==> config.mk <==
export PLATFORM = sky130hd
export DESIGN_NAME = pam_demap_deframe
export DESIGN_NICKNAME = d
export VERILOG_FILES = /design/src/rtl/pam_demap_deframe.sv
export SDC_FILE = /design/constraint.sdc
export NUM_CORES = 1
export LEC_CHECK = 0
export CAP_MARGIN = 20
export CORE_MARGIN = 3
export CORE_UTILIZATION = 50
export DETAILED_ROUTE_END_ITERATION = 6
export HOLD_SLACK_MARGIN = 0.12
export PLACE_DENSITY = 0.78
export REMOVE_ABC_BUFFERS = 1
export SYNTH_ARGS = -nofsm -noshare
export SYNTH_HDL_FRONTEND = slang
export SYNTH_SLANG_ARGS = --single-unit
==> constraint.sdc <==
create_clock -name clk -period 3.7 [get_ports clk]
set_input_delay 0.74 -clock clk [delete_from_list [all_inputs] [get_ports clk]]
set_output_delay 0.74 -clock clk [all_outputs]
set_load 0.1 [all_outputs]
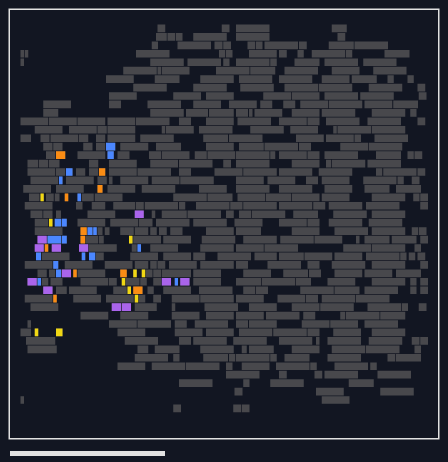
Figure 1: selected gate families.
Scale bar: 50 um.
inverters: marked yellow, cells 10. NAND gates: marked blue, cells 19, where middle left. NOR gates: marked orange, cells 11, where middle left. XOR/XNOR gates: marked purple, cells 12.
most common library cell in the layout ignoring fill and taps: sky130_fd_sc_hd__edfxtp_1
proportion of cell area occupied by multi-input gates: 20.07%
Final Instance Count excl. Fillers: 748

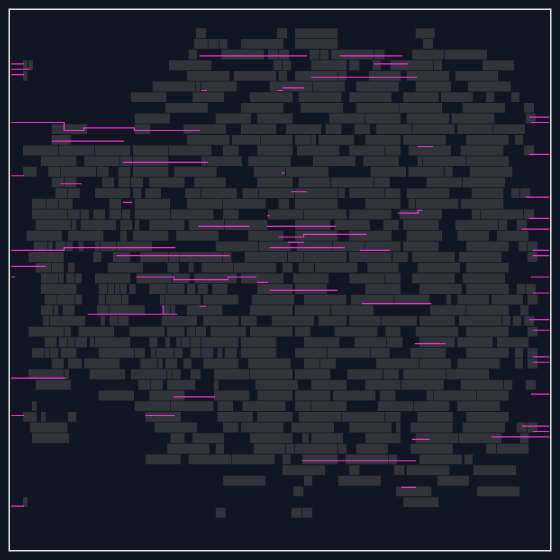
Figure 2: met3 routing.
Cells faint in the background.
The longest straight run is 28.8 um. The wires run mostly horizontal. 43 nets have wire on it. The layer holds 4.5% of the routed length. The layer carries 643 um of wire.
grt met3 use: 3.447%
number of vias in the routed layout: 4103
WL final: 14350 um

==> PnR_summary.wiki <==
== Implementation results ==
{| class="wikitable"
! Metric !! Value
|-
| Flip-flop count of the largest register after layout || 128
|-
| Mean instance size in the synthesized netlist || 19.06 um^2
|-
| Ordered cell list for the critical path || buf_12 -> mux4_2 -> and2_1 -> buf_4
|-
| Endpoint class of the critical path || output port
|-
| Non-Clock Buffer Count || 50
|-
| Proportion of cell area spent on the clock network || 7.452%
|-
| Quantity of hold-fixing buffers added after cts || 0
|-
| Largest stage delay on the critical path || 0.82 ns
|-
| Combined area of all synthesized cells || 0.008693 mm^2
|-
| Worst Max-Slew Pin Slew || 0.9825 ns
|-
| Top Layout Cells || 132 x sky130_fd_sc_hd__edfxtp_1, 99 x sky130_fd_sc_hd__dfrtp_1, 41 x sky130_fd_sc_hd__buf_4, 40 x sky130_fd_sc_hd__and2_1, 33 x sky130_fd_sc_hd__mux4_2
|-
| Synth warnings || 0
|-
| Result of the run || complete, no violations
|-
| Count of cells along the worst register-to-register path || 10
|-
| Setup repair after global routing missed its margin || false
|-
| Aggregate global routing overflow || 0
|-
| Maximum level of the CTS H-tree || 1
|-
| Max Slew Vio Count || 0
|-
| Detailed-route DRC error count || 0
|-
| Global-route wire length before repair || 23130 um
|-
| Layout cell share with drive strength beyond 1 || 28.22%
|-
| Final Hold Viols || 0
|-
| Top cell class by occupied area || flip-flops and latches
|-
| Final non-filler cell area || 0.01001 mm^2
|-
| Count of buffers from port buffering || 41
|-
| Setup-failing EPs final || 0
|-
| Setup slack, reg-to-reg || 1.34 ns
|-
| Number of clock-tree buffers in the layout || 36
|-
| Die X || 137.9 um
|-
| Synthesis-stage register bit count || 234
|-
| Hold WC Path Type || reg -> reg
|-
| Worst Slack Setup Final || 0.5772 ns
|-
| Yosys-reported design area after synthesis || 0.008693 mm^2
|-
| PD cells || 512.5 mW/mm^2
|-
| Crit Path Category || reg -> out
|-
| Number of cells in the yosys synthesis report || 456
|-
| Number of antenna repair diodes || 0
|-
| Number of warnings in the stage logs || 38
|-
| Max Fclk || 320.2 MHz
|-
| Ratio of routed vias to standard cells || 5.485
|-
| N_taps || 220
|-
| Data required time at the worst endpoint || 2.96 ns
|-
| Number of maximum-capacitance violations || 0
|-
| Layout-stage area growth over the synthesis result || 15.11%
|-
| Largest fanout of any net on the critical path || 22
|-
| Number of nets with antenna violations after detailed routing || 0
|-
| Time the worst path needs with I/O delays and setup || 3.123 ns
|-
| Number of stages on the worst hold path || 0
|-
| Number of filler instances in the final layout || 1241
|-
| Share of the core filled with cells || 59.50%
|-
| Maximum number of pins on one net before global-route repair || 80
|-
| Number of non-clock inverters in the layout || 10
|-
| Flops || 234
|-
| Worst clock skew on the final layout || 0.01670 ns
|-
| Sequential share of cell area || 65.15%
|-
| I/O pin count || 56
|-
| Final estimated routing congestion in global placement || 0.7607
|-
| Placed Cells || 706
|-
| Core ar. || 0.01682 mm^2
|-
| Post-CTS Setup Repair Bufs || 0
|-
| Routed len/inst || 19.18 um
|-
| Clock-pin slew on the worst setup and hold paths || 0.06 ns
|-
| Violation count after the first detailed-routing iteration || 252
|-
| Length of the first detailed-routing pass in iterations || 4
|-
| Overall power of the completed layout || 5.129 mW
|-
| Vias in the first global route || 4352
|-
| Total Nets Final || 536
|-
| CTS resizes || 0
|-
| Post-route fraction of the period consumed by the critical path || 84.40%
|-
| Multi-In Gates || 192
|-
| Peak supply drop || 0.3128 mV
|-
| Static leakage power || 4.207 nW
|-
| Die area || 0.01901 mm^2
|-
| Critical path's slowest cell || sky130_fd_sc_hd__dfrtp_1
|-
| Distinct cells, synth || 38
|-
| CTS tree || yes
|-
| Worst slew margin relative to its limit || 34.29%
|-
| GRT Total Usage || 15.76%
|-
| Sequential area share after synthesis || 74.99%
|-
| Arrival time of the worst setup path || 2.38 ns
|-
| Storage cell area || 0.006520 mm^2
|-
| Root Buffer || sky130_fd_sc_hd__clkbuf_16
|-
| Cell row count || 47
|-
| Post-placement worst setup slack || 0.6309 ns
|-
| Number of antenna violations at the first check in global routing || 0
|-
| CTS sink cnt || 234
|-
| Core Density at Floorplan || 51.69%
|-
| Portion of the layout cell area used by non-clock buffers || 4.176%
|-
| Kind of launch point of the worst setup path || register
|-
| Count of mapped cells out of synthesis || 456
|-
| Final HPWL from detailed placement || 7918 um
|-
| CTS Buffer Depth || 3
|-
| Late-Pin Clk Latency || 0.51 ns
|-
| Logic cell area || 0.002008 mm^2
|-
| Worst hold slack after final layout || 0.3564 ns
|-
| Die Y-Extent || 137.9 um
|-
| Area of placed instances || 0.009261 mm^2
|-
| Total CTS buffers || 23
|-
| Setup total negative slack || 0 ns
|}
kinds of logic (layout without fill, tap and decap cells):
logic type	Yosys count	count (layout)	synth area share [%]
and+or+nand+nor	77	77	5.484
AOI/OAI and AO/OA	24	24	2.116
adders and majority gates	9	9	1.382
xor gates and xnor gates	12	12	1.209
buffers and inverters	33	102	2.044
muxes	65	65	12.69
other	2	5	0.08639
DFF	234	234	74.99
routing by layer:
layer	track usage [%]	vias up	wire length [um]
met5	0	-	0
met4	3.952	0	198
met3	3.447	20	643
met2	27.87	85	7705
met1	19.97	2166	5801
li1	-	1832	-
Yosys cell counts:
cell type / instances / share of area, %
sky130_fd_sc_hd__inv_1: 10 / 0.43
sky130_fd_sc_hd__and2_1: 40 / 2.9
sky130_fd_sc_hd__buf_6: 4 / 0.52
sky130_fd_sc_hd__or3_1: 1 / 0.072
sky130_fd_sc_hd__o21ai_0: 5 / 0.29
sky130_fd_sc_hd__nand4_2: 1 / 0.14
sky130_fd_sc_hd__nand2b_1: 1 / 0.072
sky130_fd_sc_hd__nor3_1: 2 / 0.12
sky130_fd_sc_hd__and4b_1: 1 / 0.12
sky130_fd_sc_hd__and4_1: 2 / 0.20
sky130_fd_sc_hd__mux2_2: 32 / 4.1
sky130_fd_sc_hd__a21oi_1: 1 / 0.058
sky130_fd_sc_hd__nor2b_1: 1 / 0.072
sky130_fd_sc_hd__nor2_2: 1 / 0.072
sky130_fd_sc_hd__nand2_1: 7 / 0.30
sky130_fd_sc_hd__buf_4: 4 / 0.35
sky130_fd_sc_hd__xor2_1: 5 / 0.50
sky130_fd_sc_hd__a21o_1: 3 / 0.26
sky130_fd_sc_hd__nor2_1: 4 / 0.17
sky130_fd_sc_hd__dfstp_2: 2 / 0.60
sky130_fd_sc_hd__and3_4: 1 / 0.13
sky130_fd_sc_hd__dfrtp_1: 100 / 29
sky130_fd_sc_hd__nand4_1: 3 / 0.22
sky130_fd_sc_hd__xnor2_1: 7 / 0.71
sky130_fd_sc_hd__clkbuf_1: 8 / 0.35
sky130_fd_sc_hd__nor4_1: 1 / 0.072
sky130_fd_sc_hd__buf_2: 7 / 0.40
sky130_fd_sc_hd__fa_1: 1 / 0.23
sky130_fd_sc_hd__mux4_2: 33 / 8.5
sky130_fd_sc_hd__a22o_1: 15 / 1.5
sky130_fd_sc_hd__ha_1: 8 / 1.2
sky130_fd_sc_hd__and3_1: 1 / 0.072
sky130_fd_sc_hd__conb_1: 2 / 0.086
sky130_fd_sc_hd__nand4b_1: 1 / 0.10
sky130_fd_sc_hd__and4_4: 1 / 0.13
sky130_fd_sc_hd__edfxtp_1: 132 / 46
sky130_fd_sc_hd__nand3_1: 6 / 0.35
sky130_fd_sc_hd__nor4b_1: 2 / 0.20
worst max-delay path: cells and delay by family (launching register included):
family,cells,cell delay [ns]
buffers and inverters,2,0.50
DFF,1,0.82
muxes,1,0.34
and+or+nand+nor,1,0.19
where the power goes:
group	internal, mW	switching [mW]	leakage [nW]
sequential	2.76	0.0219	2.75
combinational	0.0265	0.0535	1.09
clock	1.34	0.928	0.368
total	4.13	1.00	4.21
Power is estimated from default activity; no workload was simulated.
